**src/rtl/piso_serializer.sv**
```systemverilog
// Parallel-in/serial-out serializer with load/ready handshake.
// Define PISO_PARITY_EN to append an even-parity bit to each frame.
module piso_serializer #(
  parameter int WIDTH     = 4,
  parameter bit MSB_FIRST = 1'b1
) (
  input  logic             clk,
  input  logic             clear_n,
  input  logic [WIDTH-1:0] p_in,
  input  logic             load,
  output logic             ready,
  output logic             s_out,
  output logic             s_valid,
  output logic             done
);

  localparam int CW = (WIDTH > 2) ? $clog2(WIDTH) : 1;
  localparam logic [CW-1:0] LAST = CW'(WIDTH - 1);

`ifdef PISO_PARITY_EN
  typedef enum logic [1:0] {
    IDLE   = 2'd0,
    SHIFT  = 2'd1,
    PARITY = 2'd2
  } state_e;
`else
  typedef enum logic [0:0] {
    IDLE  = 1'b0,
    SHIFT = 1'b1
  } state_e;
`endif

  state_e           state_q, state_d;
  logic [WIDTH-1:0] sr_q, sr_d;
  logic [CW-1:0]    cnt_q, cnt_d;
  logic             accept;
  logic             last_bit;

  assign accept   = load && ready;
  assign last_bit = (state_q == SHIFT) && (cnt_q == '0);

  // State register
  always_ff @(posedge clk or negedge clear_n) begin
    if (!clear_n) begin
      state_q <= IDLE;
    end else begin
      state_q <= state_d;
    end
  end

  // Next-state: a pending accept always wins at the end of a frame
  always_comb begin
    state_d = state_q;
    unique case (state_q)
      IDLE: begin
        if (accept) state_d = SHIFT;
      end
      SHIFT: begin
        if (last_bit) begin
          if (accept) begin
            state_d = SHIFT;
          end else begin
`ifdef PISO_PARITY_EN
            state_d = PARITY;
`else
            state_d = IDLE;
`endif
          end
        end
      end
`ifdef PISO_PARITY_EN
      PARITY: begin
        state_d = accept ? SHIFT : IDLE;
      end
`endif
      default: state_d = IDLE;
    endcase
  end

  // Datapath next values: load on accept, shift toward the output end
  always_comb begin
    sr_d  = sr_q;
    cnt_d = cnt_q;
    if (accept) begin
      sr_d  = p_in;
      cnt_d = LAST;
    end else if (state_q == SHIFT) begin
      if (MSB_FIRST) begin
        sr_d = {sr_q[WIDTH-2:0], 1'b0};
      end else begin
        sr_d = {1'b0, sr_q[WIDTH-1:1]};
      end
      if (cnt_q != '0) cnt_d = cnt_q - CW'(1);
    end
  end

  // Datapath registers
  always_ff @(posedge clk or negedge clear_n) begin
    if (!clear_n) begin
      sr_q  <= '0;
      cnt_q <= '0;
    end else begin
      sr_q  <= sr_d;
      cnt_q <= cnt_d;
    end
  end

`ifdef PISO_PARITY_EN
  logic par_q;

  // Even parity of the accepted word, held for the trailing bit
  always_ff @(posedge clk or negedge clear_n) begin
    if (!clear_n) begin
      par_q <= 1'b0;
    end else if (accept) begin
      par_q <= ^p_in;
    end
  end
`endif

  // Output decode from registered state only
  always_comb begin
    ready   = 1'b0;
    s_out   = 1'b0;
    s_valid = 1'b0;
    done    = 1'b0;
    unique case (1'b1)
      (state_q == IDLE): begin
        ready = 1'b1;
      end
      (state_q == SHIFT): begin
        s_valid = 1'b1;
        s_out   = MSB_FIRST ? sr_q[WIDTH-1] : sr_q[0];
`ifndef PISO_PARITY_EN
        done    = (cnt_q == '0);
        ready   = (cnt_q == '0);
`endif
      end
`ifdef PISO_PARITY_EN
      (state_q == PARITY): begin
        s_valid = 1'b1;
        s_out   = par_q;
        done    = 1'b1;
        ready   = 1'b1;
      end
`endif
      default: begin
        ready = 1'b0;
      end
    endcase
  end

endmodule

```
**config.mk**
```make
export PLATFORM = sky130hd
export DESIGN_NAME = piso_serializer
export DESIGN_NICKNAME = d
export VERILOG_FILES = /design/src/rtl/piso_serializer.sv
export SDC_FILE = /design/constraint.sdc
export NUM_CORES = 1
export LEC_CHECK = 0
export CAP_MARGIN = 5
export CORE_AREA = 2 2 39 41
export DETAILED_ROUTE_END_ITERATION = 8
export DIE_AREA = 0 0 41 43
export SETUP_SLACK_MARGIN = 0.3
export SLEW_MARGIN = 20
export SYNTH_ARGS = -nofsm -noshare
export SYNTH_HDL_FRONTEND = slang
export SYNTH_SLANG_ARGS = --single-unit
```
**constraint.sdc**
```tcl
create_clock -name clk -period 1.2 [get_ports clk]
set_input_delay 0.18 -clock clk [delete_from_list [all_inputs] [get_ports clk]]
set_output_delay 0.18 -clock clk [all_outputs]
set_load 0.01 [all_outputs]
```
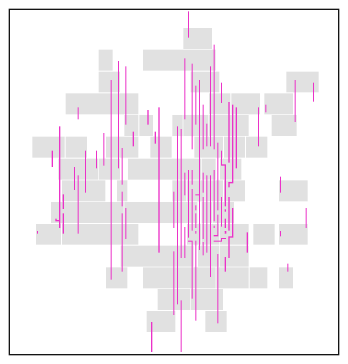
Fig. 1. The metal 2 layer.
Drawn at 8 px/um. Cells faint in the background.
The longest straight run is 24.8 um. The layer holds 51% of the routed length.
routed wire length: 863 um
vias: 352

==> summary.txt <==
fresh numbers from the pnr run: outcome=finished, violations left, failing checks=negative setup slack, Synth mux share=0.141, Mapped Area=390 um^2, Max Fclk=803 MHz, Initial DRT Pass Iterations=5, M1 WL=356 um, final worst slack=-0.0456 ns, crit path max-delay cell type=dfrtp_1, Inst Count DP=66, PortBufs=10, global-route met3 utilization=0.0157, Area leader share=0.449, switching pwr=0.501 mW, post-synthesis sequential area ratio=0.449, layout cell share with drive strength beyond 1=0.552, setup TNS=-0.159 ns, HPWL Detailed=596 um, clk_skew=0.000291 ns, Syn Inst Count=35, Final setup viols=5, Flop pwr share=0.268, initial antenna violation count=0, switch share=0.336, OpenROAD warning count=29, H-tree level count=1, Final Cell Area=634 um^2, first-pass GRT wire length=1190 um
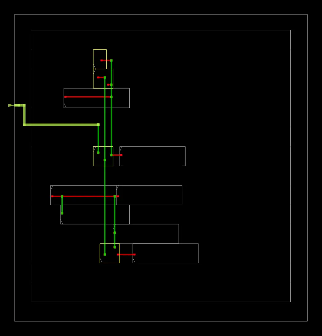
Fig. 2. The clock network.
Clk Latency, worst-skew pair: 0.24 ns
Clock Buffer Count: 3
Flops: 7

==> path summary, 6_finish.rpt <==
| kind | start | to | slack, ns | cells past startpoint |
|---|---|---|---|---|
| max in group asynchronous | clear_n | state_q | 0.77 | 1 |
| setup / recovery | cnt_q[1] | ready | -0.05 | 4 |
| hold reg to reg | cnt_q[1] | cnt_q[1] | 0.54 | 2 |
| hold / removal | clear_n | sr_q[3] | 0.18 | 1 |
| min in group clk | load | sr_q[0] | 0.50 | 3 |
| setup reg to reg | cnt_q[1] | cnt_q[0] | -0.04 | 6 |
==> cells in the mapped netlist <==
cell      instances
dfrtp_1           7
o21ai_0           5
mux2i_1           4
a31oi_1           3
and3_2            3
inv_1             2
nand2b_4          2
and2_1            1
and2_2            1
buf_4             1
buf_6             1
ha_1              1
mux2_4            1
nand2_1           1
nand3_1           1
o21ai_1           1
==> flip-flops by register name (all words and copies together), names as in the netlist <==
| name | cells |
|---|---|
| cnt_q | 2 |
| sr_q | 4 |
| state_q | 1 |
==> kinds of logic (layout without fill, tap and decap cells) <==
family	count (synthesis)	count (layout)
AOI/OAI and AO/OA	9	9
and+or+nand+nor	9	9
DFF	7	7
muxes	5	5
buffers and inverters	4	27
adders and majority gates	1	1
==> cell type report <==
class	count	area [um^2]
clock inverter	1	5.00
clock buffer	3	22.5
tap	16	20.0
fill	138	749
timing repair buffer	21	191
inverter	2	7.51
sequential	7	176
multi-input combinational	24	211
==> power by group through the flow <==
stage / combinational, mW / sequential (mW) / clock (mW)
after global routing: 0.962 / 0.409 / 0.237
after detailed placement: 0.713 / 0.408 / 0
after global placement: 0.709 / 0.405 / 0
after floorplan: 0.431 / 0.386 / 0
final: 0.885 / 0.399 / 0.206
after CTS: 0.751 / 0.393 / 0.221
No activity file was given, so power comes from the tool's default toggle rates.
